Fig. 1: run 1, selected gate families
Drawn at 1.5 px/um.
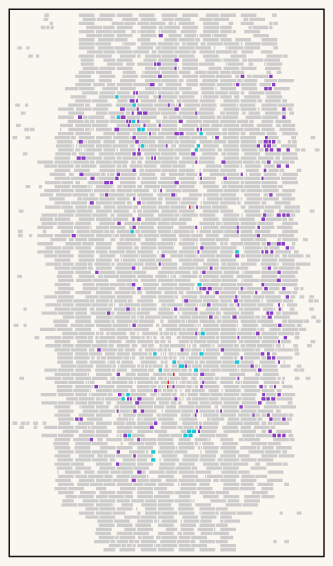
Fig. 2: run 1, routing congestion map
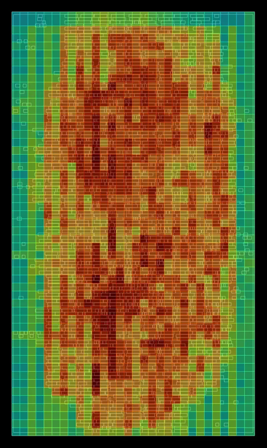
Fig. 3: run 1, clock distribution
Drawn at 1.5 px/um.
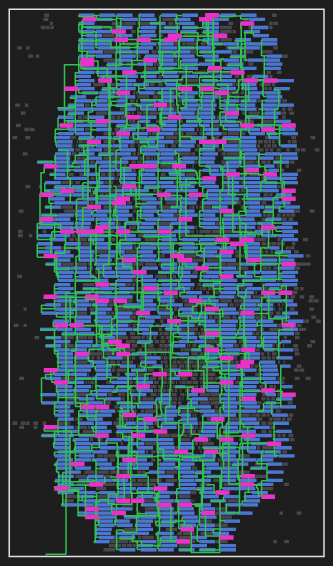
===== src/rtl/fft_pkg.sv =====
// Shared constants, sample type and bit-reversal helper for the FFT output reorder path.
// Latency: none (declarations only).
// Backpressure: none (declarations only).
package fft_pkg;

  localparam int WIDTH    = 16;
  localparam int N_POINTS = 16;
  localparam int LOG2N    = 4;

  // One complex FFT bin as stored in the reorder buffer (re in the upper half).
  typedef struct packed {
    logic signed [WIDTH-1:0] re;
    logic signed [WIDTH-1:0] im;
  } sample_t;

  // Reverse the low nbits of idx; bits above nbits come back as zero.
  function automatic logic [LOG2N-1:0] bitrev(input logic [LOG2N-1:0] idx, input int nbits);
    logic [LOG2N-1:0] r;
    r = '0;
    for (int i = 0; i < LOG2N; i++) begin
      if (i < nbits && nbits <= LOG2N) begin
        r[i] = idx[nbits-1-i];
      end
    end
    return r;
  endfunction

endpackage


===== src/rtl/fft_pingpong_bank.sv =====
// Two-bank register file: one synchronous write port, one combinational read port.
// Latency: write visible on the read port the cycle after the write edge.
// Backpressure: none; the caller decides when to write and what to read.
module fft_pingpong_bank
  import fft_pkg::*;
#(
  parameter int DW    = 2 * fft_pkg::WIDTH,
  parameter int DEPTH = fft_pkg::N_POINTS,
  parameter int AW    = fft_pkg::LOG2N
) (
  input  logic          clk,
  input  logic          we,
  input  logic          wr_bank,
  input  logic [AW-1:0] wr_addr,
  input  logic [DW-1:0] wr_data,
  input  logic          rd_bank,
  input  logic [AW-1:0] rd_addr,
  output logic [DW-1:0] rd_data
);

  // Contents are deliberately not reset; the full flags in the parent guard reads.
  logic [DW-1:0] mem [2][DEPTH];

  // Single write port into the selected bank.
  always_ff @(posedge clk) begin
    if (we) begin
      mem[wr_bank][wr_addr] <= wr_data;
    end
  end

  assign rd_data = mem[rd_bank][rd_addr];

endmodule


===== src/rtl/fft_bitrev_reorder.sv =====
// Reorders bit-reversed FFT output frames into natural order via a ping-pong buffer.
// Latency: bin 0 is presented one edge after the edge that captures the 16th input sample.
// Backpressure: input cannot stall; a frame meeting a still-full bank is dropped whole (sticky overflow).
module fft_bitrev_reorder
  import fft_pkg::*;
#(
  parameter int WIDTH    = fft_pkg::WIDTH,
  parameter int N_POINTS = fft_pkg::N_POINTS,
  parameter int LOG2N    = fft_pkg::LOG2N
) (
  input  logic                    clk,
  input  logic                    rst,
  input  logic signed [WIDTH-1:0] fft_re,
  input  logic signed [WIDTH-1:0] fft_im,
  input  logic                    fft_valid,
  output logic signed [WIDTH-1:0] out_re,
  output logic signed [WIDTH-1:0] out_im,
  output logic [LOG2N-1:0]        out_index,
  output logic                    out_valid,
  input  logic                    out_ready,
  output logic                    out_last,
  output logic                    overflow
);

  localparam logic [LOG2N-1:0] LAST_IDX = LOG2N'(N_POINTS - 1);

  logic [LOG2N-1:0]   wr_cnt;
  logic [LOG2N-1:0]   rd_cnt;
  logic               wr_bank;
  logic               rd_bank;
  logic               drop;
  logic [1:0]         bank_full;

  logic               frame_start;
  logic               drop_cur;
  logic               wr_en;
  logic               wr_commit;
  logic               rd_load;
  logic               rd_fire;
  logic               rd_release;
  logic [LOG2N-1:0]   wr_addr;
  logic [2*WIDTH-1:0] wr_data;
  logic [2*WIDTH-1:0] rd_data;
  logic [WIDTH-1:0]   rd_re;
  logic [WIDTH-1:0]   rd_im;

  // The drop decision is taken on the first sample of a frame and then held for the rest of it.
  assign frame_start = (wr_cnt == '0);
  assign drop_cur    = frame_start ? bank_full[wr_bank] : drop;
  assign wr_en       = fft_valid && !drop_cur;
  assign wr_commit   = fft_valid && (wr_cnt == LAST_IDX) && !drop_cur;
  assign wr_addr     = fft_pkg::bitrev(wr_cnt, LOG2N);
  assign wr_data     = {fft_re, fft_im};

  // Output register may take a new sample when empty or when the current one is consumed.
  assign rd_load    = !out_valid || out_ready;
  assign rd_fire    = rd_load && bank_full[rd_bank];
  assign rd_release = rd_fire && (rd_cnt == LAST_IDX);
  assign {rd_re, rd_im} = rd_data;

  fft_pingpong_bank #(
    .DW    (2 * WIDTH),
    .DEPTH (N_POINTS),
    .AW    (LOG2N)
  ) u_bank (
    .clk     (clk),
    .we      (wr_en),
    .wr_bank (wr_bank),
    .wr_addr (wr_addr),
    .wr_data (wr_data),
    .rd_bank (rd_bank),
    .rd_addr (rd_cnt),
    .rd_data (rd_data)
  );

  // Write-side counter, bank pointer, per-frame drop flag and sticky overflow.
  always_ff @(posedge clk) begin
    if (!rst) begin
      wr_cnt   <= '0;
      wr_bank  <= 1'b0;
      drop     <= 1'b0;
      overflow <= 1'b0;
    end else if (fft_valid) begin
      wr_cnt <= wr_cnt + 1'b1;
      drop   <= drop_cur;
      if (frame_start && bank_full[wr_bank]) begin
        overflow <= 1'b1;
      end
      if (wr_commit) begin
        wr_bank <= ~wr_bank;
      end
    end
  end

  // Full flags: set by a completed write frame, cleared once its last bin is loaded for output.
  always_ff @(posedge clk) begin
    if (!rst) begin
      bank_full <= 2'b00;
    end else begin
      if (wr_commit) begin
        bank_full[wr_bank] <= 1'b1;
      end
      if (rd_release) begin
        bank_full[rd_bank] <= 1'b0;
      end
    end
  end

  // Natural-order read pointer and output register; holds while stalled.
  always_ff @(posedge clk) begin
    if (!rst) begin
      rd_cnt    <= '0;
      rd_bank   <= 1'b0;
      out_valid <= 1'b0;
      out_last  <= 1'b0;
      out_index <= '0;
      out_re    <= '0;
      out_im    <= '0;
    end else if (rd_fire) begin
      out_re    <= rd_re;
      out_im    <= rd_im;
      out_index <= rd_cnt;
      out_last  <= (rd_cnt == LAST_IDX);
      out_valid <= 1'b1;
      rd_cnt    <= rd_cnt + 1'b1;
      if (rd_release) begin
        rd_bank <= ~rd_bank;
      end
    end else if (rd_load) begin
      out_valid <= 1'b0;
    end
  end

endmodule


===== config.mk =====
export PLATFORM = sky130hd
export DESIGN_NAME = fft_bitrev_reorder
export DESIGN_NICKNAME = d
export VERILOG_FILES = /design/src/rtl/fft_pkg.sv /design/src/rtl/fft_pingpong_bank.sv /design/src/rtl/fft_bitrev_reorder.sv
export SDC_FILE = /design/constraint.sdc
export NUM_CORES = 1
export LEC_CHECK = 0
export CAP_MARGIN = 20
export CORE_ASPECT_RATIO = 1.75
export CORE_MARGIN = 1
export CORE_UTILIZATION = 55
export CTS_CLUSTER_SIZE = 8
export DETAILED_ROUTE_END_ITERATION = 16
export PLACE_DENSITY = 0.83
export SYNTH_ARGS = -nofsm -noshare
export SYNTH_HDL_FRONTEND = slang
export SYNTH_SLANG_ARGS = --single-unit

===== constraint.sdc =====
create_clock -name clk -period 4.3 [get_ports clk]
set_input_delay 1.29 -clock clk [delete_from_list [all_inputs] [get_ports clk]]
set_output_delay 1.29 -clock clk [all_outputs]
set_load 0.01 [all_outputs]

==> results.txt, run 1 <==
row count - 132
Top Usage Layer GRT - met2
CP Cell Sequence - inv_1, ha_1, nor3b_1, mux2i_1, and2_0, nand2_1, nor2_4, buf_4
status - complete, no violations
layout cells sized above 1 - 22.0%
CTS Buffer Depth - 3
Residual DRC - 0
Seq. pwr - 11.6 mW
Synth warnings - 0
# fillers - 4344
Commonest flop - edfxtp_1
internal power - 18.3 mW
CP endpoint kind - register
Crit Path Category - register to register
core footprint - 74000 um2
PostCTS Resize Cnt - 0
Max stage delay on crit path - 0.45 ns
Psw - 4.69 mW
EDFF count, synth - 1024
Top Layer Used - met4
Buffers on Ports - 74
tool warnings - 30
Final min period - 3.11 ns
Max Slew Vio Count - 0
Routed WL per cell - 34.2 um
initial antenna violation count - 5
die area - 76000 um2
number of unique standard cell types used by synthesis - 52
Max Clk Rate - 322 MHz
switching part of the total power - 20.4%
Final ANT Viol Nets - 0
hpwl dp - 63200 um
syn nets - 2075
global route overflow - 0
most frequent cells in the layout - edfxtp_1, mux2i_1, mux4_2
Worst-Margin Slew - 1.07 ns
PD cells - 476 nW/um2
Via density - 6.94
maximum fanout along the worst path - 21
max-cap violations - 0
Initial Utilization - 55.6%
Area Growth Syn to Fin - 17.4%
Setup TNS - 0 ns
Top Consumer - registers
Reg2Reg Setup Slack - 1.19 ns
Critical Path RT - 4.67 ns
Tot GR Track Use - 30.0%
cell at the slowest stage of the critical path - nor3b_1
worst hold slack - 0.457 ns
commonest cells in the netlist - edfxtp_1, mux2i_1, mux4_2, nand2_1, a22oi_1
Final Cycle Share - 72.2%
Comb area - 8940 um2
M1 wire length - 35700 um
placer congestion estimate - 0.912
startpoint types - register
post-synth top area share - 74.7%
final instance area - 48300 um2
placed instance area - 43900 um2
clock power share - 47.8%
register area - 31800 um2
ys async rst share - 0%
routed wl met2 - 57500 um
GR met3 Demand/Resource - 6.29%
CTS root buffer - clkbuf_16
htree depth - 4
RSZ-0062 raised after global routing - false
crit-path leading delay family - simple AND/OR/NAND/NOR gates
yosys cell count - 2034
largest net degree at the start of global routing - 67
About Fig. 1:
Key: cyan = non-inverting ao/oa cells [cells 30, most used o21a_1]; red = inv cells [cells 4, most used inv_1]; purple = aoi and oai cells [cells 228, most used a22oi_1]
Top cell excl fill/tap: edfxtp_1
Post-Layout Cell Count: 3304
Comb area share: 18.5%

About Fig. 2:
grt met2 use: 50.9%
Final Util: 65.3%
grt met1 use: 35.1%

About Fig. 3:
Key: green = clock wires [length 12600 um]; magenta = clock-net drivers [count 152]; blue = flip-flops [count 1077]
There are 153 routed clock nets.
clock distribution power: 11.0 mW
Worst-Skew Late Latency: 0.73 ns

-- run 1: cells by family (layout without fill, tap and decap cells) --
logic type	count (synthesis)	count (layout)	synth area share (%)
muxes	369	369	14.0
buffers and inverters	121	450	1.64
and+or+nand+nor	197	197	2.30
other	0	3	0
adders and majority gates	5	5	0.152
DFF	1077	1077	77.3
AOI/OAI and AO/OA	258	258	4.47
xor gates and xnor gates	7	7	0.149
-- run 1: metrics by stage --
stage / worst slack (ns) / cells / total power, mW
2_1_floorplan: 0.496 / 2034 / 11.9
5_1_grt: 1.06 / 3303 / 23.4
4_1_cts: 1.20 / 3298 / 23.0
3_5_place_dp: 0.728 / 3050 / 12.2
6_report: 1.19 / 3304 / 23.0
3_3_place_gp: 0.731 / 3050 / 12.2
-- run 1: state kept, by name, summed over array words and instances, names as in the netlist, named ones only --
register    flops
rd_cnt          4
rd_bank         1
u_bank.mem   1024
out_index       4
out_last        1
bank_full       2
wr_cnt          4
out_re         16
out_valid       1
out_im         16
wr_bank         1
overflow        1
drop            1
-- run 1: worst paths after layout --
check	startpoint	end	depth (start not counted)
max	wr_cnt[0]$_SDFFE_PN0P_	u_bank.mem[1][418]$_DFFE_PP_	8
min	out_last$_SDFFE_PN0P_	out_last$_SDFFE_PN0P_	2
max reg2reg	wr_cnt[0]$_SDFFE_PN0P_	u_bank.mem[1][418]$_DFFE_PP_	8
min reg2reg	out_last$_SDFFE_PN0P_	out_last$_SDFFE_PN0P_	2
-- run 1: layout make-up --
class / count / share of cell area (%)
inverter: 4 / 0.0311
tap: 938 / 2.43
clock inverter: 13 / 0.417
antenna: 3 / 0.0155
timing repair buffer: 198 / 4.15
clock buffer: 235 / 8.64
sequential: 1077 / 65.8
multi-input combinational: 836 / 18.5
==> run 1 -> run 2 <==
Clock period 4.3 ns to 2.93 ns, I/O delays scaled along.
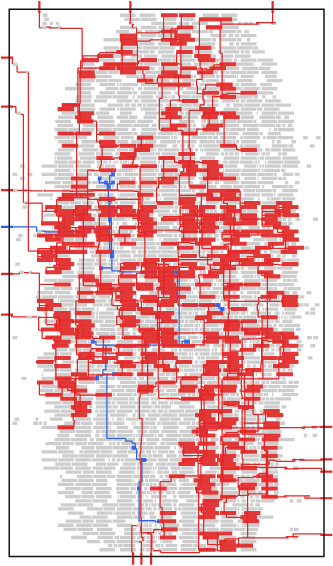
Fig. 4. Port wiring (run 2).
Drawn at 1.5 px/um.
Key: blue = rst [bits 1, direction input, edge left, end cells 20, wire 572 um]; red = fft_im [bits 16, direction input, edge 5 right, 5 left, 3 bottom, 3 top, end cells 512, wire 7460 um]
Buffers on Ports: 74
# IOs: 75

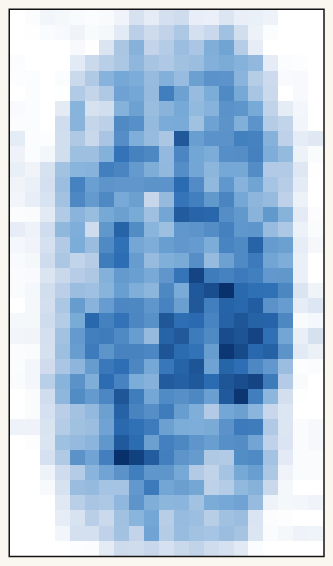
Fig. 5. Routed metal per tile (run 2).
Drawn at 1.5 px/um. The die is cut into 21 by 36 equal tiles; white is low, dark blue is high, scaled to the fullest tile. Values are wire area over tile area, all layers added.
The emptiest ninth of the die: upper left. The fullest tile reaches 0.73. 36% of the tiles are over half the peak. The mean over all tiles is 0.27. 13% of the tiles are nearly empty.
Tot GR Track Use: 31.2%
Routed WL per cell: 34.6 um
drt total wl: 116000 um
vias after detailed routing: 23300

==> results.txt, run 2 <==
biggest regs - u_bank.mem x1024, out_im x16, out_re x16 (unchanged)
initial antenna violation count - 0 (was 5)
Crit Path Category - register to register (unchanged)
core footprint - 74000 um2 (unchanged)
Initial Utilization - 55.6% (unchanged)
Biggest register - u_bank.mem (unchanged)
clock power share - 47.8% (about the same)
# fillers - 4190 (was 4344)
most frequent cells in the layout - edfxtp_1, mux2i_1, mux4_2 (unchanged)
Max stage delay on crit path - 0.38 ns (was 0.45 ns)
Final min period - 2.76 ns (was 3.11 ns)
RSZ-0062 raised after global routing - false (unchanged)
max-cap violations - 0 (unchanged)
Commonest flop - edfxtp_1 (unchanged)
row count - 132 (unchanged)
global route overflow - 0 (unchanged)
CP Cell Sequence - inv_1, ha_1, nor3b_2, mux2i_1, and2_0, nand2_1, buf_4, nor2_4, buf_12 (was inv_1, ha_1, nor3b_1, mux2i_1, and2_0, nand2_1, nor2_4, buf_4)
Final Cycle Share - 94.1% (was 72.2%)
placed instance area - 44900 um2 (was 43900 um2)
Largest register FFs - 1024 (unchanged)
Synth warnings - 0 (unchanged)
PD cells - 687 nW/um2 (was 476 nW/um2)
Critical Path RT - 3.31 ns (was 4.67 ns)
switching part of the total power - 20.6% (was 20.4%)
maximum fanout along the worst path - 27 (was 21)
XOR-XNOR Cells, Area Fraction - 0.149% (unchanged)
tool warnings - 31 (was 30)
Top cell excl fill/tap - edfxtp_1 (unchanged)
startpoint types - register (unchanged)
ys async rst share - 0% (unchanged)
layout cells sized above 1 - 24.4% (was 22.0%)
Psw - 6.96 mW (was 4.69 mW)
Residual DRC - 0 (unchanged)
CTS root buffer - clkbuf_16 (unchanged)
Worst-Margin Slew - 0.763 ns (was 1.07 ns)
internal power - 26.9 mW (was 18.3 mW)
die area - 76000 um2 (unchanged)
Setup TNS - 0 ns (unchanged)
commonest cells in the netlist - edfxtp_1, mux2i_1, mux4_2, nand2_1, a22oi_1 (unchanged)
placer congestion estimate - 0.912 (about the same)
CP endpoint kind - register (unchanged)
CTS Buffer Depth - 3 (unchanged)
crit-path leading delay family - simple AND/OR/NAND/NOR gates (unchanged)
yosys simple share - 2.30% (unchanged)
Via density - 6.91 (was 6.94)
hold depth - 2 (unchanged)
Nets - 2379 (was 2310)
main logic family after synthesis - multiplexers (unchanged)
Synth Area in Compound Gates - 4.47% (unchanged)
Synth mux share - 14.0% (unchanged)
syn nets - 2075 (unchanged)
worst hold slack - 0.472 ns (was 0.457 ns)
netlist area before placement - 41200 um2 (unchanged)
Area Growth Syn to Fin - 19.6% (was 17.4%)
final setup violation count - 0 (unchanged)
final hold vios - 0 (unchanged)
adder share - 0.152% (unchanged)
status - complete, no violations (unchanged)
Worst Path Buf+Inv - 3 (was 2)
post-synth top area share - 74.7% (unchanged)
clk_skew - 0.0227 ns (was 0.0233 ns)
largest net degree at the start of global routing - 75 (was 67)
EDFF count, synth - 1024 (unchanged)
Comb area - 8940 um2 (about the same)
register area - 31800 um2 (unchanged)
htree depth - 4 (unchanged)
Final Util - 66.6% (was 65.3%)
cell at the slowest stage of the critical path - and2_0 (was nor3b_1)
Max Slew Vio Count - 0 (unchanged)
number of unique standard cell types used by synthesis - 52 (unchanged)
Final ANT Viol Nets - 0 (unchanged)
final instance area - 49200 um2 (was 48300 um2)
Tot Pwr - 33.8 mW (was 23.0 mW)
Worst-Skew Late Latency - 0.72 ns (was 0.73 ns)
Crit path depth - 9 (was 8)
CP arrival - 3.14 ns (was 3.48 ns)
reg2reg path depth - 9 (was 8)
cell taking the most area after synthesis - edfxtp_1 (unchanged)
yosys cell count - 2034 (unchanged)
Seq cells post-synth - 1077 (unchanged)
hpwl dp - 66200 um (was 63200 um)
Max Clk Rate - 363 MHz (was 322 MHz)
Die X - 209 um (unchanged)
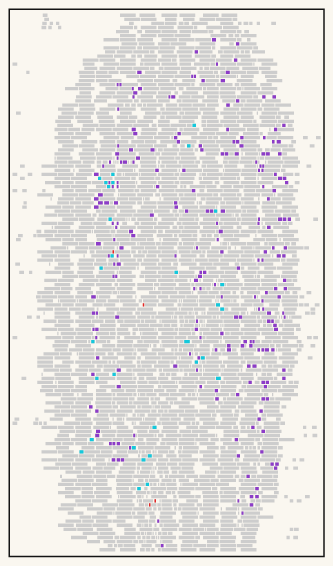
Fig. 6. Selected gate families (run 2).
Drawn at 1.5 px/um.
Key: red = inv cells [cells 4, most used inv_1]; cyan = non-inverting ao/oa cells [cells 30, most used o21a_1]; purple = aoi and oai cells [cells 228, most used a22oi_1]
Comb area share: 18.2%
Post-Layout Cell Count: 3370

run 2: cell counts after synthesis:
No cell type changed its count.
run 2: final cells by class:
cell class | instances | share of cell area, %
Tap cell | 938 | 2.38
Timing Repair Buffer | 267 | 5.95
Antenna cell | 1 | 0.00508
Sequential cell | 1077 | 64.6
Inverter | 4 | 0.0305
Clock inverter | 14 | 0.422
Multi-Input combinational cell | 836 | 18.2
Clock buffer | 233 | 8.43
run 2: final timing paths:
kind | startpoint | to | slack (ns)
max | wr_cnt[0]$_SDFFE_PN0P_ | u_bank.mem[1][418]$_DFFE_PP_ | 0.17
min reg2reg | out_index[1]$_SDFFE_PN0P_ | out_index[1]$_SDFFE_PN0P_ | 0.47
min | out_index[1]$_SDFFE_PN0P_ | out_index[1]$_SDFFE_PN0P_ | 0.47
max reg2reg | wr_cnt[0]$_SDFFE_PN0P_ | u_bank.mem[1][418]$_DFFE_PP_ | 0.17
run 2: power groups by stage:
stage / combinational (mW) / clock [mW] / sequential (mW)
3_5_place_dp: 0.632 / 0 / 17.3
6_report: 0.666 / 16.2 / 17.0
3_3_place_gp: 0.603 / 0 / 17.3
5_1_grt: 0.689 / 16.8 / 17.0
2_1_floorplan: 0.169 / 0 / 17.3
4_1_cts: 0.648 / 16.2 / 17.0
run 2: stage by stage:
stage	worst slack [ns]	cells
2_1_floorplan	-0.483	2034
3_3_place_gp	0.171	3122
3_5_place_dp	-0.0613	3122
4_1_cts	0.110	3369
5_1_grt	0.111	3369
6_report	0.173	3370
run 2: per-layer routing:
layer  vias up  GRT usage (%)  wire length (um)
met5         -              0                 0
met4         0           24.0              9840
met3       532           6.66             11600
met2      2032           52.5             58800
met1     11700           34.7             36200
li1       9016              -                 -
run 2: what timing repair did:
action                     in CTS  in global routing
buffers inserted                0                  0
setup endpoints to repair       0                353
resized                         0                  1
No activity file was given, so power comes from the tool's default toggle rates.
